<file path="src/rtl/serial_deser.sv">
// serial_deser
// Serial-to-parallel deserializer. One bit per cycle arrives on a valid/ready
// serial input. Each group of WIDTH data bits is assembled into a word and
// presented on a registered valid/ready output.
//
// Handshake semantics, both sides: a transfer happens on a rising clk edge
// where valid and ready are both 1. The producer keeps valid and data stable
// until that edge. Ready may depend combinationally on the other side. Here
// sin_ready depends on dout_ready.
//
// Optional feature macro: DESER_PARITY_EN.
//   Defined:   each frame carries WIDTH data bits plus one even-parity bit.
//              par_err is loaded together with dout.
//   Undefined: a frame is WIDTH bits and par_err is tied to 0.
//
// Parameters:
//   WIDTH      data bits per word (2..16)
//   MSB_FIRST  1: the first received bit lands in dout[WIDTH-1]
//              0: the first received bit lands in dout[0]
// Ports:
//   clk         clock, rising edge
//   clr         asynchronous active-high reset
//   sin         serial data bit
//   sin_valid   sin carries a bit this cycle
//   sin_ready   the block accepts the bit this cycle
//   dout        assembled word
//   dout_valid  dout holds an undelivered word
//   dout_ready  the consumer takes dout this cycle
//   par_err     parity error flag, qualified by dout_valid
//   dbg_state   output FSM state (0 = EMPTY, 1 = FULL), for observation only
module serial_deser #(
  parameter int WIDTH     = 4,
  parameter int MSB_FIRST = 1
) (
  input  logic             clk,
  input  logic             clr,
  input  logic             sin,
  input  logic             sin_valid,
  output logic             sin_ready,
  output logic [WIDTH-1:0] dout,
  output logic             dout_valid,
  input  logic             dout_ready,
  output logic             par_err,
  output logic             dbg_state
);

`ifdef DESER_PARITY_EN
  localparam int FRAME = WIDTH + 1;
`else
  localparam int FRAME = WIDTH;
`endif
  localparam int CW = $clog2(FRAME);

  typedef enum logic {EMPTY = 1'b0, FULL = 1'b1} state_t;

  state_t           state_q;
  logic [CW-1:0]    cnt_q;
  logic [WIDTH-1:0] shift_q;
  logic [WIDTH-1:0] dout_q;

  logic             last_bit;
  logic             accept;
  logic             complete;
  logic [WIDTH-1:0] shifted;
  logic [WIDTH-1:0] word_d;
  logic             shift_en;

  assign last_bit = (cnt_q == CW'(FRAME - 1));
  // Only the final frame bit can stall: that bit would overwrite a word the
  // consumer has not taken yet.
  assign sin_ready = !(last_bit && dout_valid && !dout_ready);
  assign accept    = sin_valid && sin_ready;
  assign complete  = accept && last_bit;

  // Shift register with the incoming bit applied, in either bit order.
  generate
    if (MSB_FIRST != 0) begin : g_msb
      assign shifted = {shift_q[WIDTH-2:0], sin};
    end else begin : g_lsb
      assign shifted = {sin, shift_q[WIDTH-1:1]};
    end
  endgenerate

`ifdef DESER_PARITY_EN
  logic par_q;
  logic par_d;

  // The final frame bit is the parity bit. It is not shifted in, so the
  // completed word is already sitting in the shift register.
  assign shift_en = accept && !last_bit;
  assign word_d   = shift_q;
  assign par_d    = (^shift_q) ^ sin;
  assign par_err  = par_q;
`else
  assign shift_en = accept;
  assign word_d   = shifted;
  assign par_err  = 1'b0;
`endif

  assign dout       = dout_q;
  assign dout_valid = (state_q == FULL);
  assign dbg_state  = state_q;

  always_ff @(posedge clk or posedge clr) begin
    if (clr) begin
      state_q <= EMPTY;
      cnt_q   <= '0;
      shift_q <= '0;
      dout_q  <= '0;
`ifdef DESER_PARITY_EN
      par_q   <= 1'b0;
`endif
    end else begin
      if (accept) begin
        cnt_q <= last_bit ? '0 : cnt_q + CW'(1);
      end
      if (shift_en) begin
        shift_q <= shifted;
      end

      case (state_q)
        EMPTY: begin
          if (complete) begin
            state_q <= FULL;
            dout_q  <= word_d;
`ifdef DESER_PARITY_EN
            par_q   <= par_d;
`endif
          end
        end
        FULL: begin
          // A completing word while FULL implies dout_ready=1, so the old
          // word is consumed and replaced on the same edge.
          if (complete) begin
            dout_q <= word_d;
`ifdef DESER_PARITY_EN
            par_q  <= par_d;
`endif
          end else if (dout_ready) begin
            state_q <= EMPTY;
          end
        end
        default: state_q <= EMPTY;
      endcase
    end
  end

endmodule

</file>
<file path="config.mk">
export PLATFORM = sky130hd
export DESIGN_NAME = serial_deser
export DESIGN_NICKNAME = d
export VERILOG_FILES = /design/src/rtl/serial_deser.sv
export SDC_FILE = /design/constraint.sdc
export NUM_CORES = 1
export LEC_CHECK = 0
export ABC_AREA = 1
export CORE_MARGIN = 8
export CORE_UTILIZATION = 35
export DETAILED_ROUTE_END_ITERATION = 10
export PLACE_DENSITY_LB_ADDON = 0.25
export SLEW_MARGIN = 25
export SYNTH_ARGS = -nofsm -noshare
export SYNTH_HDL_FRONTEND = slang
export SYNTH_SLANG_ARGS = --single-unit
export TNS_END_PERCENT = 10
</file>
<file path="constraint.sdc">
create_clock -name clk -period 1.6 [get_ports clk]
set_input_delay 0.16 -clock clk [delete_from_list [all_inputs] [get_ports clk]]
set_output_delay 0.16 -clock clk [all_outputs]
set_load 0.02 [all_outputs]
</file>
Figure 1. Clock routing.
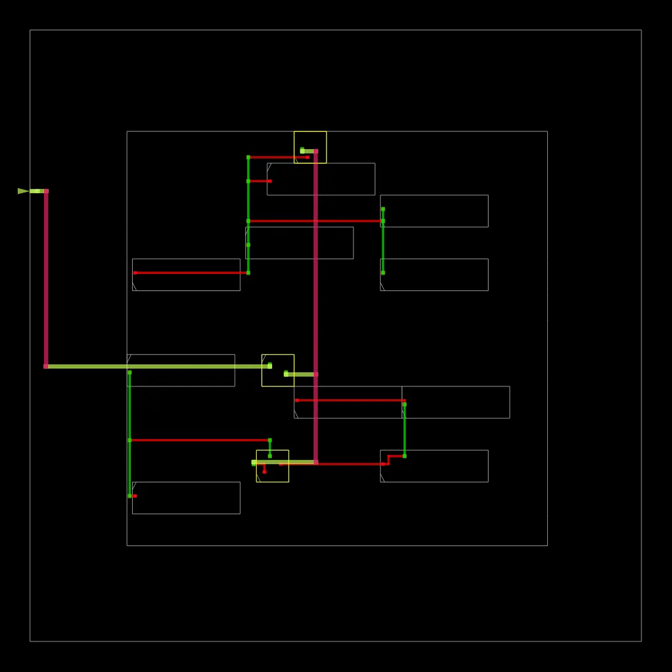
clk_skew: 0.645 ps
Sink Count: 10
clk latency late pin: 260 ps
CTS Buf Count: 3
Clk. pwr: 0.171 mW

Figure 2. Routed metal per tile.
The die is cut into 10 by 10 equal tiles; dark blue is low, red is high, scaled to the fullest tile. Values are wire area over tile area, all layers added.
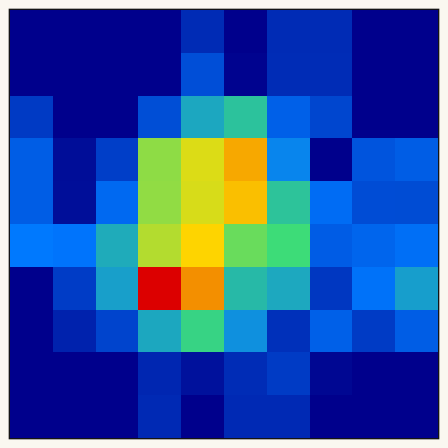
fullest tile: 0.30
emptiest ninth of the die: north-west
densest ninth of the die: centre

==> impl_metrics.ini <==
; generated from flow reports
[run_status]
outcome = completed

[final_timing]
setup_viol = 0
post-route-min-period_ps = 1490
slew_viol_final = 0
finalHoldViolCount = 0
post-route-period-util = 0.931
fin_ws_ps = 110

[clocking]
ctsResizeCount = 1
postCtsSetupRepairBufs = 0
clock_path_buffers = 2
clockRootBuffer = clkbuf_4
path_clk_slew_ps = 60
cts_tree = built
htree_levels = 1

[final_layout]
drive_gt1_frac = 0.125
inverters = 2
largest_reg_flops = 4
seq_area_um2 = 250
lay_top_count = nand2_1
comb_area_um2 = 178
final_layout_top_logic_cells = nand2_1, dfrtp_1, clkdlybuf4s50_1
n_antenna_cell = 0
seq-cell-share = 0.412
num-nonclk-buffers = 14
syn2layout_area_growth_pct = 32.8
buffer_area_frac = 0.216
largest_class = registers
nets = 72
fillers = 133

[setup_path]
cp.required_ps = 1440
cp-start-kind = flop
r2r_start = cnt_q[0]$_DFFE_PP0P_
critPathBufInv = 1
cp_top_family = buffers and inverters
crit_chain = clkdlybuf4s50_1
slowest_delay_ps = 640
cp.arrival_ps = 1330
path_max_fanout = 4
criticalPathCategory = flop to primary output
reg2reg_depth = 5

[global_routing]
track_usage = 0.0702
antenna_found_initial = 0
use_met2 = 0.104
grt_use_met3 = 0.0284
grt_pass1_wl_um = 1370
busiest_layer = met2

[route]
wl_met3_um = 81
wl_met1_um = 374
drc = 0
final_antenna_net_count = 0
met2_length_um = 402
vias_per_cell = 4.84
drt_iter0_drc = 7

[placed_design]
dpl_cell_area_um2 = 587
dp.cells = 76
post-dp-hpwl_um = 693
portBuffers = 11
dp_slack_ps = 87.5

[pwr]
total_power_mw = 0.980
internal-power_mw = 0.622
switchingPower_mw = 0.358
p_leak_nw = 0.307
p_clk_frac = 0.175
p_seq_mw = 0.401
ir_drop_v = 0.000725

[synthesis]
mux_share = 0
edf_count = 0
ys_area_um2 = 458
aoi_share = 0
top_cells_by_area = dfrtp_1, nand2_1, nand3_1
yosys.area_share.simple = 0.352
synth_area_um2 = 458
ys_types = 11
ys.flops = 10
yosys_warnings = 0

[floorplanning]
fp.dieH_um = 52.2
num_rows = 13
die_area_um2 = 2720
coreArea_um2 = 1270
tapcell.inserted = 15

[run]
warnings = 26

[worst_hold_path]
hp-class = primary input to asynchronous set/reset pin
Figure 3. Metal layers overlaid.
Only two layers are drawn.
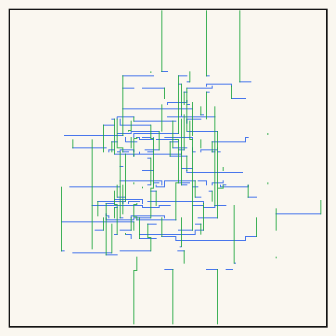
legend:
  blue:
    layer: M1
    wire_length: 375 um
  green:
    layer: M2
    wire_length: 403 um
vias: 382
DR WL/cell: 11.4 um

No activity file was given, so power comes from the tool's default toggle rates.
